<file path="src/rtl/controlador_multiciclo_param_pkg.sv">
// Shared definitions for the multicycle RV32I control unit: state encodings,
// opcode/funct constants, ALU operation codes and datapath mux selects.
package controlador_pkg;

  typedef enum logic [3:0] {
    ST_FETCH   = 4'd0,
    ST_FETCH1  = 4'd1,
    ST_DECODE  = 4'd2,
    ST_ADDR    = 4'd3,
    ST_LW      = 4'd4,
    ST_LW_WB   = 4'd5,
    ST_SW      = 4'd6,
    ST_RTYPE   = 4'd7,
    ST_ITYPE   = 4'd8,
    ST_ALUWB   = 4'd9,
    ST_BRANCH  = 4'd10,
    ST_JAL     = 4'd11,
    ST_JALR    = 4'd12,
    ST_LUI     = 4'd13,
    ST_AUIPC   = 4'd14,
    ST_ILLEGAL = 4'd15
  } state_e;

  localparam logic [6:0] OPC_LOAD   = 7'b0000011;
  localparam logic [6:0] OPC_STORE  = 7'b0100011;
  localparam logic [6:0] OPC_OP     = 7'b0110011;
  localparam logic [6:0] OPC_OP_IMM = 7'b0010011;
  localparam logic [6:0] OPC_BRANCH = 7'b1100011;
  localparam logic [6:0] OPC_JAL    = 7'b1101111;
  localparam logic [6:0] OPC_JALR   = 7'b1100111;
  localparam logic [6:0] OPC_LUI    = 7'b0110111;
  localparam logic [6:0] OPC_AUIPC  = 7'b0010111;

  localparam logic [2:0] F3_ADD_SUB = 3'b000;
  localparam logic [2:0] F3_SLL     = 3'b001;
  localparam logic [2:0] F3_SLT     = 3'b010;
  localparam logic [2:0] F3_SLTU    = 3'b011;
  localparam logic [2:0] F3_XOR     = 3'b100;
  localparam logic [2:0] F3_SR      = 3'b101;
  localparam logic [2:0] F3_OR      = 3'b110;
  localparam logic [2:0] F3_AND     = 3'b111;

  localparam logic [6:0] F7_BASE = 7'b0000000;
  localparam logic [6:0] F7_ALT  = 7'b0100000;

  localparam logic [3:0] ALU_AND  = 4'b0000;
  localparam logic [3:0] ALU_OR   = 4'b0001;
  localparam logic [3:0] ALU_ADD  = 4'b0010;
  localparam logic [3:0] ALU_XOR  = 4'b0011;
  localparam logic [3:0] ALU_SUB  = 4'b0110;
  localparam logic [3:0] ALU_SLT  = 4'b0111;
  localparam logic [3:0] ALU_SLL  = 4'b1000;
  localparam logic [3:0] ALU_SRL  = 4'b1001;
  localparam logic [3:0] ALU_SRA  = 4'b1010;
  localparam logic [3:0] ALU_SLTU = 4'b1011;

  localparam logic [1:0] SELA_A      = 2'd0;
  localparam logic [1:0] SELA_PC     = 2'd1;
  localparam logic [1:0] SELA_PCBACK = 2'd2;
  localparam logic [1:0] SELA_ZERO   = 2'd3;

  localparam logic [1:0] SELB_B   = 2'd0;
  localparam logic [1:0] SELB_4   = 2'd1;
  localparam logic [1:0] SELB_IMM = 2'd2;

  localparam logic [1:0] WB_ALUOUT = 2'd0;
  localparam logic [1:0] WB_PC     = 2'd1;
  localparam logic [1:0] WB_MDR    = 2'd2;

  localparam logic [1:0] PCSRC_ALU    = 2'd0;
  localparam logic [1:0] PCSRC_ALUOUT = 2'd1;
  localparam logic [1:0] PCSRC_JALR   = 2'd2;

endpackage

</file>
<file path="src/rtl/controlador_multiciclo_param_if.sv">
// Instruction/memory handshake and datapath control bundle between the
// controller (master) and the datapath (slave).
interface controlador_multiciclo_param_if #(
  parameter int unsigned ALUCTRL_W = 4,
  parameter int unsigned SEL_W     = 3,
  parameter int unsigned STATE_W   = 6
);
  logic [31:0]          iInst;
  logic                 iMemReady;
  logic                 oEscrevePC;
  logic                 oEscrevePCCondicional;
  logic                 oEscrevePCBack;
  logic                 oEscreveIR;
  logic                 oEscreveMDR;
  logic                 oEscreveReg;
  logic                 oEscreveMem;
  logic                 oLeMem;
  logic                 oIouD;
  logic [SEL_W-1:0]     oOrigAULA;
  logic [SEL_W-1:0]     oOrigBULA;
  logic [SEL_W-1:0]     oMemPraReg;
  logic [SEL_W-1:0]     oOrigPC;
  logic [ALUCTRL_W-1:0] oULAControl;
  logic [2:0]           oCondBranch;
  logic                 oIllegal;
  logic [STATE_W-1:0]   oState;

  modport master (
    input  iInst, iMemReady,
    output oEscrevePC, oEscrevePCCondicional, oEscrevePCBack, oEscreveIR,
           oEscreveMDR, oEscreveReg, oEscreveMem, oLeMem, oIouD,
           oOrigAULA, oOrigBULA, oMemPraReg, oOrigPC, oULAControl,
           oCondBranch, oIllegal, oState
  );

  modport slave (
    output iInst, iMemReady,
    input  oEscrevePC, oEscrevePCCondicional, oEscrevePCBack, oEscreveIR,
           oEscreveMDR, oEscreveReg, oEscreveMem, oLeMem, oIouD,
           oOrigAULA, oOrigBULA, oMemPraReg, oOrigPC, oULAControl,
           oCondBranch, oIllegal, oState
  );
endinterface

</file>
<file path="src/rtl/controlador_multiciclo_param_decod_ula.sv">
// funct3/funct7 to ALU operation decode for OP and OP-IMM instructions,
// flagging encodings outside the supported RV32I set.
module decod_ula
  import controlador_pkg::*;
(
  input  logic [2:0] funct3_i,
  input  logic [6:0] funct7_i,
  input  logic       itype_i,
  output logic [3:0] aluctrl_o,
  output logic       illegal_o
);
  logic base7;
  logic alt7;

  assign base7 = (funct7_i == F7_BASE);
  assign alt7  = (funct7_i == F7_ALT);

  // In I-type, funct7 bits are immediate bits except for the shift forms.
  always_comb begin
    aluctrl_o = ALU_ADD;
    illegal_o = 1'b0;
    case (funct3_i)
      F3_ADD_SUB: begin
        if (itype_i || base7) aluctrl_o = ALU_ADD;
        else if (alt7)        aluctrl_o = ALU_SUB;
        else                  illegal_o = 1'b1;
      end
      F3_SLL: begin
        aluctrl_o = ALU_SLL;
        illegal_o = !base7;
      end
      F3_SLT: begin
        aluctrl_o = ALU_SLT;
        illegal_o = !itype_i && !base7;
      end
      F3_SLTU: begin
        aluctrl_o = ALU_SLTU;
        illegal_o = !itype_i && !base7;
      end
      F3_XOR: begin
        aluctrl_o = ALU_XOR;
        illegal_o = !itype_i && !base7;
      end
      F3_SR: begin
        if (base7)     aluctrl_o = ALU_SRL;
        else if (alt7) aluctrl_o = ALU_SRA;
        else           illegal_o = 1'b1;
      end
      F3_OR: begin
        aluctrl_o = ALU_OR;
        illegal_o = !itype_i && !base7;
      end
      default: begin
        aluctrl_o = ALU_AND;
        illegal_o = !itype_i && !base7;
      end
    endcase
  end
endmodule

</file>
<file path="src/rtl/controlador_multiciclo_param.sv">
// Multicycle RV32I control unit: Moore FSM driving the shared-ALU,
// single-memory datapath, with memory wait states and a sticky illegal trap.
module controlador_multiciclo_param
  import controlador_pkg::*;
#(
  parameter int unsigned ALUCTRL_W = 4,
  parameter int unsigned SEL_W     = 3,
  parameter int unsigned STATE_W   = 6,
  parameter int unsigned EN_ITYPE  = 1
) (
  input logic iCLK,
  input logic iReset,
  controlador_multiciclo_param_if.master ctrl_bus
);
  state_e     state_q, state_d;
  logic [6:0] opcode;
  logic [2:0] funct3;
  logic [6:0] funct7;
  logic       mem_ready;
  logic       unused_inst_bits;
  logic [3:0] dec_op;
  logic       dec_illegal;
  logic       en_itype;

  logic       pc_w, pc_cond, pcback_w, ir_w, mdr_w, reg_w, mem_w, mem_r, iou_d;
  logic [1:0] orig_a, orig_b, mem2reg, orig_pc;
  logic [3:0] ula;
  logic [2:0] cond;

  assign opcode           = ctrl_bus.iInst[6:0];
  assign funct3           = ctrl_bus.iInst[14:12];
  assign funct7           = ctrl_bus.iInst[31:25];
  assign unused_inst_bits = ^{ctrl_bus.iInst[24:15], ctrl_bus.iInst[11:7]};
  assign mem_ready        = ctrl_bus.iMemReady;
  assign en_itype         = (EN_ITYPE != 0);

  decod_ula u_decod_ula (
    .funct3_i  (funct3),
    .funct7_i  (funct7),
    .itype_i   (state_q == ST_ITYPE),
    .aluctrl_o (dec_op),
    .illegal_o (dec_illegal)
  );

  always_ff @(posedge iCLK) begin
    if (iReset) state_q <= ST_FETCH;
    else        state_q <= state_d;
  end

  always_comb begin
    state_d  = state_q;
    pc_w     = 1'b0;
    pc_cond  = 1'b0;
    pcback_w = 1'b0;
    ir_w     = 1'b0;
    mdr_w    = 1'b0;
    reg_w    = 1'b0;
    mem_w    = 1'b0;
    mem_r    = 1'b0;
    iou_d    = 1'b0;
    orig_a   = SELA_A;
    orig_b   = SELB_B;
    mem2reg  = WB_ALUOUT;
    orig_pc  = PCSRC_ALU;
    ula      = ALU_ADD;
    cond     = '0;
    case (state_q)
      ST_FETCH: begin
        mem_r = 1'b1;
        if (mem_ready) state_d = ST_FETCH1;
      end
      ST_FETCH1: begin
        ir_w     = 1'b1;
        pc_w     = 1'b1;
        pcback_w = 1'b1;
        orig_a   = SELA_PC;
        orig_b   = SELB_4;
        state_d  = ST_DECODE;
      end
      ST_DECODE: begin
        orig_a = SELA_PCBACK;
        orig_b = SELB_IMM;
        case (opcode)
          OPC_LOAD, OPC_STORE: state_d = ST_ADDR;
          OPC_OP:              state_d = ST_RTYPE;
          OPC_BRANCH:          state_d = ST_BRANCH;
          OPC_JAL:             state_d = ST_JAL;
          OPC_OP_IMM:          state_d = en_itype ? ST_ITYPE : ST_ILLEGAL;
          OPC_JALR:            state_d = en_itype ? ST_JALR  : ST_ILLEGAL;
          OPC_LUI:             state_d = en_itype ? ST_LUI   : ST_ILLEGAL;
          OPC_AUIPC:           state_d = en_itype ? ST_AUIPC : ST_ILLEGAL;
          default:             state_d = ST_ILLEGAL;
        endcase
      end
      ST_ADDR: begin
        orig_b  = SELB_IMM;
        state_d = (opcode == OPC_STORE) ? ST_SW : ST_LW;
      end
      ST_LW: begin
        mem_r = 1'b1;
        iou_d = 1'b1;
        mdr_w = mem_ready;
        if (mem_ready) state_d = ST_LW_WB;
      end
      ST_LW_WB: begin
        reg_w   = 1'b1;
        mem2reg = WB_MDR;
        state_d = ST_FETCH;
      end
      ST_SW: begin
        mem_w = 1'b1;
        iou_d = 1'b1;
        if (mem_ready) state_d = ST_FETCH;
      end
      ST_RTYPE: begin
        ula     = dec_op;
        state_d = dec_illegal ? ST_ILLEGAL : ST_ALUWB;
      end
      ST_ITYPE: begin
        orig_b  = SELB_IMM;
        ula     = dec_op;
        state_d = dec_illegal ? ST_ILLEGAL : ST_ALUWB;
      end
      ST_ALUWB: begin
        reg_w   = 1'b1;
        state_d = ST_FETCH;
      end
      ST_BRANCH: begin
        ula     = ALU_SUB;
        pc_cond = 1'b1;
        orig_pc = PCSRC_ALUOUT;
        cond    = funct3;
        state_d = ST_FETCH;
      end
      ST_JAL: begin
        reg_w   = 1'b1;
        mem2reg = WB_PC;
        pc_w    = 1'b1;
        orig_pc = PCSRC_ALUOUT;
        state_d = ST_FETCH;
      end
      ST_JALR: begin
        orig_b  = SELB_IMM;
        orig_pc = PCSRC_JALR;
        pc_w    = 1'b1;
        reg_w   = 1'b1;
        mem2reg = WB_PC;
        state_d = ST_FETCH;
      end
      ST_LUI: begin
        orig_a  = SELA_ZERO;
        orig_b  = SELB_IMM;
        state_d = ST_ALUWB;
      end
      ST_AUIPC: begin
        orig_a  = SELA_PCBACK;
        orig_b  = SELB_IMM;
        state_d = ST_ALUWB;
      end
      ST_ILLEGAL: state_d = ST_ILLEGAL;
      default:    state_d = ST_FETCH;
    endcase
  end

  assign ctrl_bus.oEscrevePC            = pc_w;
  assign ctrl_bus.oEscrevePCCondicional = pc_cond;
  assign ctrl_bus.oEscrevePCBack        = pcback_w;
  assign ctrl_bus.oEscreveIR            = ir_w;
  assign ctrl_bus.oEscreveMDR           = mdr_w;
  assign ctrl_bus.oEscreveReg           = reg_w;
  assign ctrl_bus.oEscreveMem           = mem_w;
  assign ctrl_bus.oLeMem                = mem_r;
  assign ctrl_bus.oIouD                 = iou_d;
  assign ctrl_bus.oOrigAULA             = SEL_W'(orig_a);
  assign ctrl_bus.oOrigBULA             = SEL_W'(orig_b);
  assign ctrl_bus.oMemPraReg            = SEL_W'(mem2reg);
  assign ctrl_bus.oOrigPC               = SEL_W'(orig_pc);
  assign ctrl_bus.oULAControl           = ALUCTRL_W'(ula);
  assign ctrl_bus.oCondBranch           = cond;
  assign ctrl_bus.oIllegal              = (state_q == ST_ILLEGAL);
  assign ctrl_bus.oState                = STATE_W'(state_q);
endmodule

</file>
<file path="src/flat_wrapper.sv">
// flat-port wrapper written by rule: the top's interface ports become plain ports
module controlador_multiciclo_param_flat import controlador_pkg::*;
#(
  parameter int unsigned ALUCTRL_W = 4,
  parameter int unsigned SEL_W     = 3,
  parameter int unsigned STATE_W   = 6,
  parameter int unsigned EN_ITYPE  = 1
)
  (iCLK, iReset, ctrl_bus_iInst, ctrl_bus_iMemReady, ctrl_bus_oEscrevePC, ctrl_bus_oEscrevePCCondicional, ctrl_bus_oEscrevePCBack, ctrl_bus_oEscreveIR, ctrl_bus_oEscreveMDR, ctrl_bus_oEscreveReg, ctrl_bus_oEscreveMem, ctrl_bus_oLeMem, ctrl_bus_oIouD, ctrl_bus_oOrigAULA, ctrl_bus_oOrigBULA, ctrl_bus_oMemPraReg, ctrl_bus_oOrigPC, ctrl_bus_oULAControl, ctrl_bus_oCondBranch, ctrl_bus_oIllegal, ctrl_bus_oState);
  controlador_multiciclo_param_if #(.ALUCTRL_W(ALUCTRL_W), .SEL_W(SEL_W), .STATE_W(STATE_W)) ctrl_bus_i ();
  input logic iCLK;
  input logic iReset;
  input wire logic [$bits(ctrl_bus_i.iInst)-1:0] ctrl_bus_iInst;
  input wire logic [$bits(ctrl_bus_i.iMemReady)-1:0] ctrl_bus_iMemReady;
  output wire logic [$bits(ctrl_bus_i.oEscrevePC)-1:0] ctrl_bus_oEscrevePC;
  output wire logic [$bits(ctrl_bus_i.oEscrevePCCondicional)-1:0] ctrl_bus_oEscrevePCCondicional;
  output wire logic [$bits(ctrl_bus_i.oEscrevePCBack)-1:0] ctrl_bus_oEscrevePCBack;
  output wire logic [$bits(ctrl_bus_i.oEscreveIR)-1:0] ctrl_bus_oEscreveIR;
  output wire logic [$bits(ctrl_bus_i.oEscreveMDR)-1:0] ctrl_bus_oEscreveMDR;
  output wire logic [$bits(ctrl_bus_i.oEscreveReg)-1:0] ctrl_bus_oEscreveReg;
  output wire logic [$bits(ctrl_bus_i.oEscreveMem)-1:0] ctrl_bus_oEscreveMem;
  output wire logic [$bits(ctrl_bus_i.oLeMem)-1:0] ctrl_bus_oLeMem;
  output wire logic [$bits(ctrl_bus_i.oIouD)-1:0] ctrl_bus_oIouD;
  output wire logic [$bits(ctrl_bus_i.oOrigAULA)-1:0] ctrl_bus_oOrigAULA;
  output wire logic [$bits(ctrl_bus_i.oOrigBULA)-1:0] ctrl_bus_oOrigBULA;
  output wire logic [$bits(ctrl_bus_i.oMemPraReg)-1:0] ctrl_bus_oMemPraReg;
  output wire logic [$bits(ctrl_bus_i.oOrigPC)-1:0] ctrl_bus_oOrigPC;
  output wire logic [$bits(ctrl_bus_i.oULAControl)-1:0] ctrl_bus_oULAControl;
  output wire logic [$bits(ctrl_bus_i.oCondBranch)-1:0] ctrl_bus_oCondBranch;
  output wire logic [$bits(ctrl_bus_i.oIllegal)-1:0] ctrl_bus_oIllegal;
  output wire logic [$bits(ctrl_bus_i.oState)-1:0] ctrl_bus_oState;
  assign ctrl_bus_i.iInst = ctrl_bus_iInst;
  assign ctrl_bus_i.iMemReady = ctrl_bus_iMemReady;
  assign ctrl_bus_oEscrevePC = ctrl_bus_i.oEscrevePC;
  assign ctrl_bus_oEscrevePCCondicional = ctrl_bus_i.oEscrevePCCondicional;
  assign ctrl_bus_oEscrevePCBack = ctrl_bus_i.oEscrevePCBack;
  assign ctrl_bus_oEscreveIR = ctrl_bus_i.oEscreveIR;
  assign ctrl_bus_oEscreveMDR = ctrl_bus_i.oEscreveMDR;
  assign ctrl_bus_oEscreveReg = ctrl_bus_i.oEscreveReg;
  assign ctrl_bus_oEscreveMem = ctrl_bus_i.oEscreveMem;
  assign ctrl_bus_oLeMem = ctrl_bus_i.oLeMem;
  assign ctrl_bus_oIouD = ctrl_bus_i.oIouD;
  assign ctrl_bus_oOrigAULA = ctrl_bus_i.oOrigAULA;
  assign ctrl_bus_oOrigBULA = ctrl_bus_i.oOrigBULA;
  assign ctrl_bus_oMemPraReg = ctrl_bus_i.oMemPraReg;
  assign ctrl_bus_oOrigPC = ctrl_bus_i.oOrigPC;
  assign ctrl_bus_oULAControl = ctrl_bus_i.oULAControl;
  assign ctrl_bus_oCondBranch = ctrl_bus_i.oCondBranch;
  assign ctrl_bus_oIllegal = ctrl_bus_i.oIllegal;
  assign ctrl_bus_oState = ctrl_bus_i.oState;
  controlador_multiciclo_param #(.ALUCTRL_W(ALUCTRL_W), .SEL_W(SEL_W), .STATE_W(STATE_W), .EN_ITYPE(EN_ITYPE)) u_core (.iCLK(iCLK), .iReset(iReset), .ctrl_bus(ctrl_bus_i));
endmodule
</file>
<file path="config.mk">
export PLATFORM = sky130hd
export DESIGN_NAME = controlador_multiciclo_param_flat
export DESIGN_NICKNAME = d
export VERILOG_FILES = /design/src/rtl/controlador_multiciclo_param_pkg.sv /design/src/rtl/controlador_multiciclo_param_if.sv /design/src/rtl/controlador_multiciclo_param_decod_ula.sv /design/src/rtl/controlador_multiciclo_param.sv /design/src/flat_wrapper.sv
export SDC_FILE = /design/constraint.sdc
export NUM_CORES = 1
export LEC_CHECK = 0
export CAP_MARGIN = 30
export CORE_UTILIZATION = 29
export CTS_CLUSTER_SIZE = 16
export DETAILED_ROUTE_END_ITERATION = 16
export GPL_TIMING_DRIVEN = 0
export PLACE_DENSITY = 0.83
export REMOVE_ABC_BUFFERS = 1
export SYNTH_ARGS = -nofsm -noshare
export SYNTH_HDL_FRONTEND = slang
export SYNTH_SLANG_ARGS = --single-unit
</file>
<file path="constraint.sdc">
create_clock -name iCLK -period 1.1 [get_ports iCLK]
set_input_delay 0.11 -clock iCLK [delete_from_list [all_inputs] [get_ports iCLK]]
set_output_delay 0.11 -clock iCLK [all_outputs]
set_load 0.005 [all_outputs]
</file>
==> CHANGELOG.md <==
### Physical design

- Status: finished, violations left
- Failing checks: negative setup slack
- Final WS setup: -0.6624 ns
- Largest net degree at the start of global routing: 10
- Comb power frac: 0.878
- Yosys adder share: 0
- CP required: 0.99 ns
- Logic share of the area: 0.4150
- H-tree depth: 1
- Max reg flops: 4
- P_clk: 197 uW
- Bufs w/o clock: 114
- Finished Cell Area: 2120 um^2
- Arr. time, crit path: 1.65 ns
- Largest class: non-clock buffers
- Endpoint of the worst-slack reg-to-reg timing path: u_core.state_q[2]$_SDFFE_PP0P_
- HP Start: iReset
- GP Congestion: 0.8209
- Met2 Track Usage GR: 0.4974
- Async S/R FF share, synth: 0
- Top power group: combinational cells
- FP Util: 0.3053
- Slowest CP cell: or3_4
- Fmax: 0.5674 GHz
- Top cells excl fill/tap: buf_6, buf_4, clkdlybuf4s50_1, buf_2, nor2_1
- Final setup viols: 31
- Initial DRC Count: 77
- Vias in the first global route: about 1,400
- Die area: 3096 um^2
- XOR Share, Synth: 0.03148
- MaxCap Viol Count: 0
- CP Cell Sequence: buf_6, buf_6, or3_4, a31oi_4, o41ai_2, buf_2
- Post-synth top cells: nor2_1, buf_4, o21ai_1
- Tapcells: 31
- Critical Path Source: u_core.state_q[2]$_SDFFE_PP0P_
- Placed cell area: 1245 um^2
- Highest metal used: met4
- # nets final: ~270
- Reg2reg start: u_core.state_q[2]$_SDFFE_PP0P_
- Clock buf/inv share: 0.01063
- Static leakage: 0.9429 nW
- Logic area: 879.6 um^2
- Chip area in the Yosys report: 834.6 um^2
- WHS Endpoint: u_core.state_q[1]$_SDFFE_PP0P_
- Number of logic gates: 102
- Worst Skew: approximately 0.004 ns
- Switching component of the power: 1.964 mW
- Row Count: 19
- Critical Path Fanout Max: 5
- Root Buffer: clkbuf_4
- Log Warnings: 42
- Placement Setup Slack: -1.149 ns
- Setup bufs post-CTS: 52
- Distinct lib cells: 46
- Die Span Y: 55.65 um
- Max stage delay on crit path: 0.41 ns
- Skew-Pair Late Insertion Delay: 0.25 ns
- Cts bufs inserted: 3
- Largest regs: u_core.state_q: 4 flops
- Pwr/cell area: 2217 nW/um^2
- Worst vdd ir: 1.721 mV
- Clk slew on worst S/H paths: ~0.040 ns
### Congestion heat map

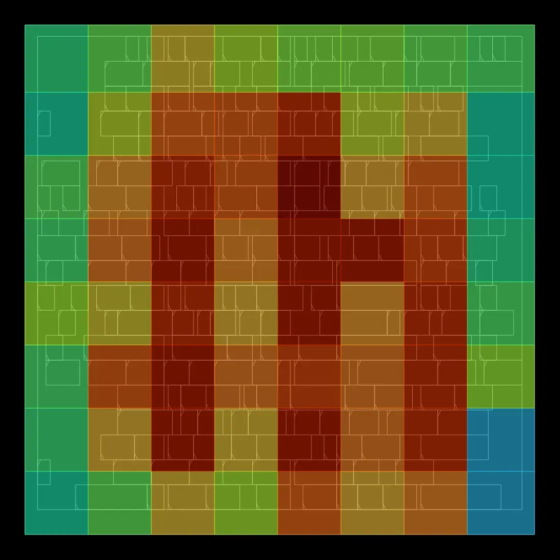
drt wl/cell: 18.94 um
Tot GR Track Use: 0.2747
GR peak layer: met2

### Signal wires on met4

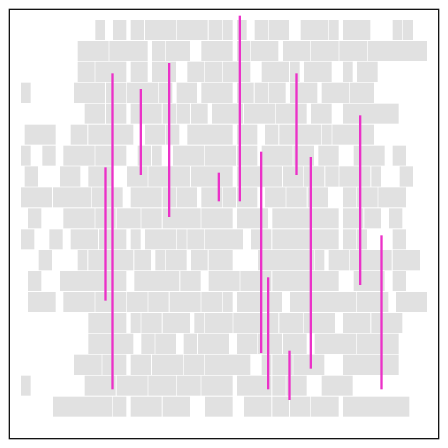
The wires run mostly vertical. The longest straight run is 40.8 um. 13 nets have wire on it. The layer carries 243 um of wire.
routed wire length: 4.925 mm
DR vias: 1,462

### Clock wires, drivers and flops

Scale bar: 20 um.
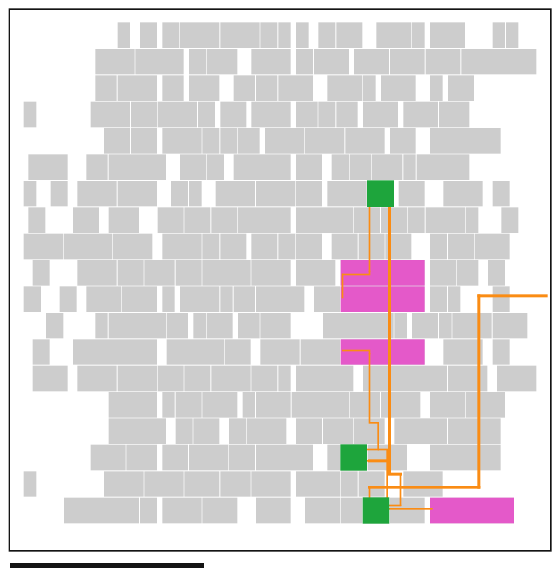
Magenta stands for flip-flops, count 4. Green stands for clock drivers, count 3. Orange stands for clock wires, length 123 um.
There are 4 routed clock nets.

No activity file was given, so power comes from the tool's default toggle rates.
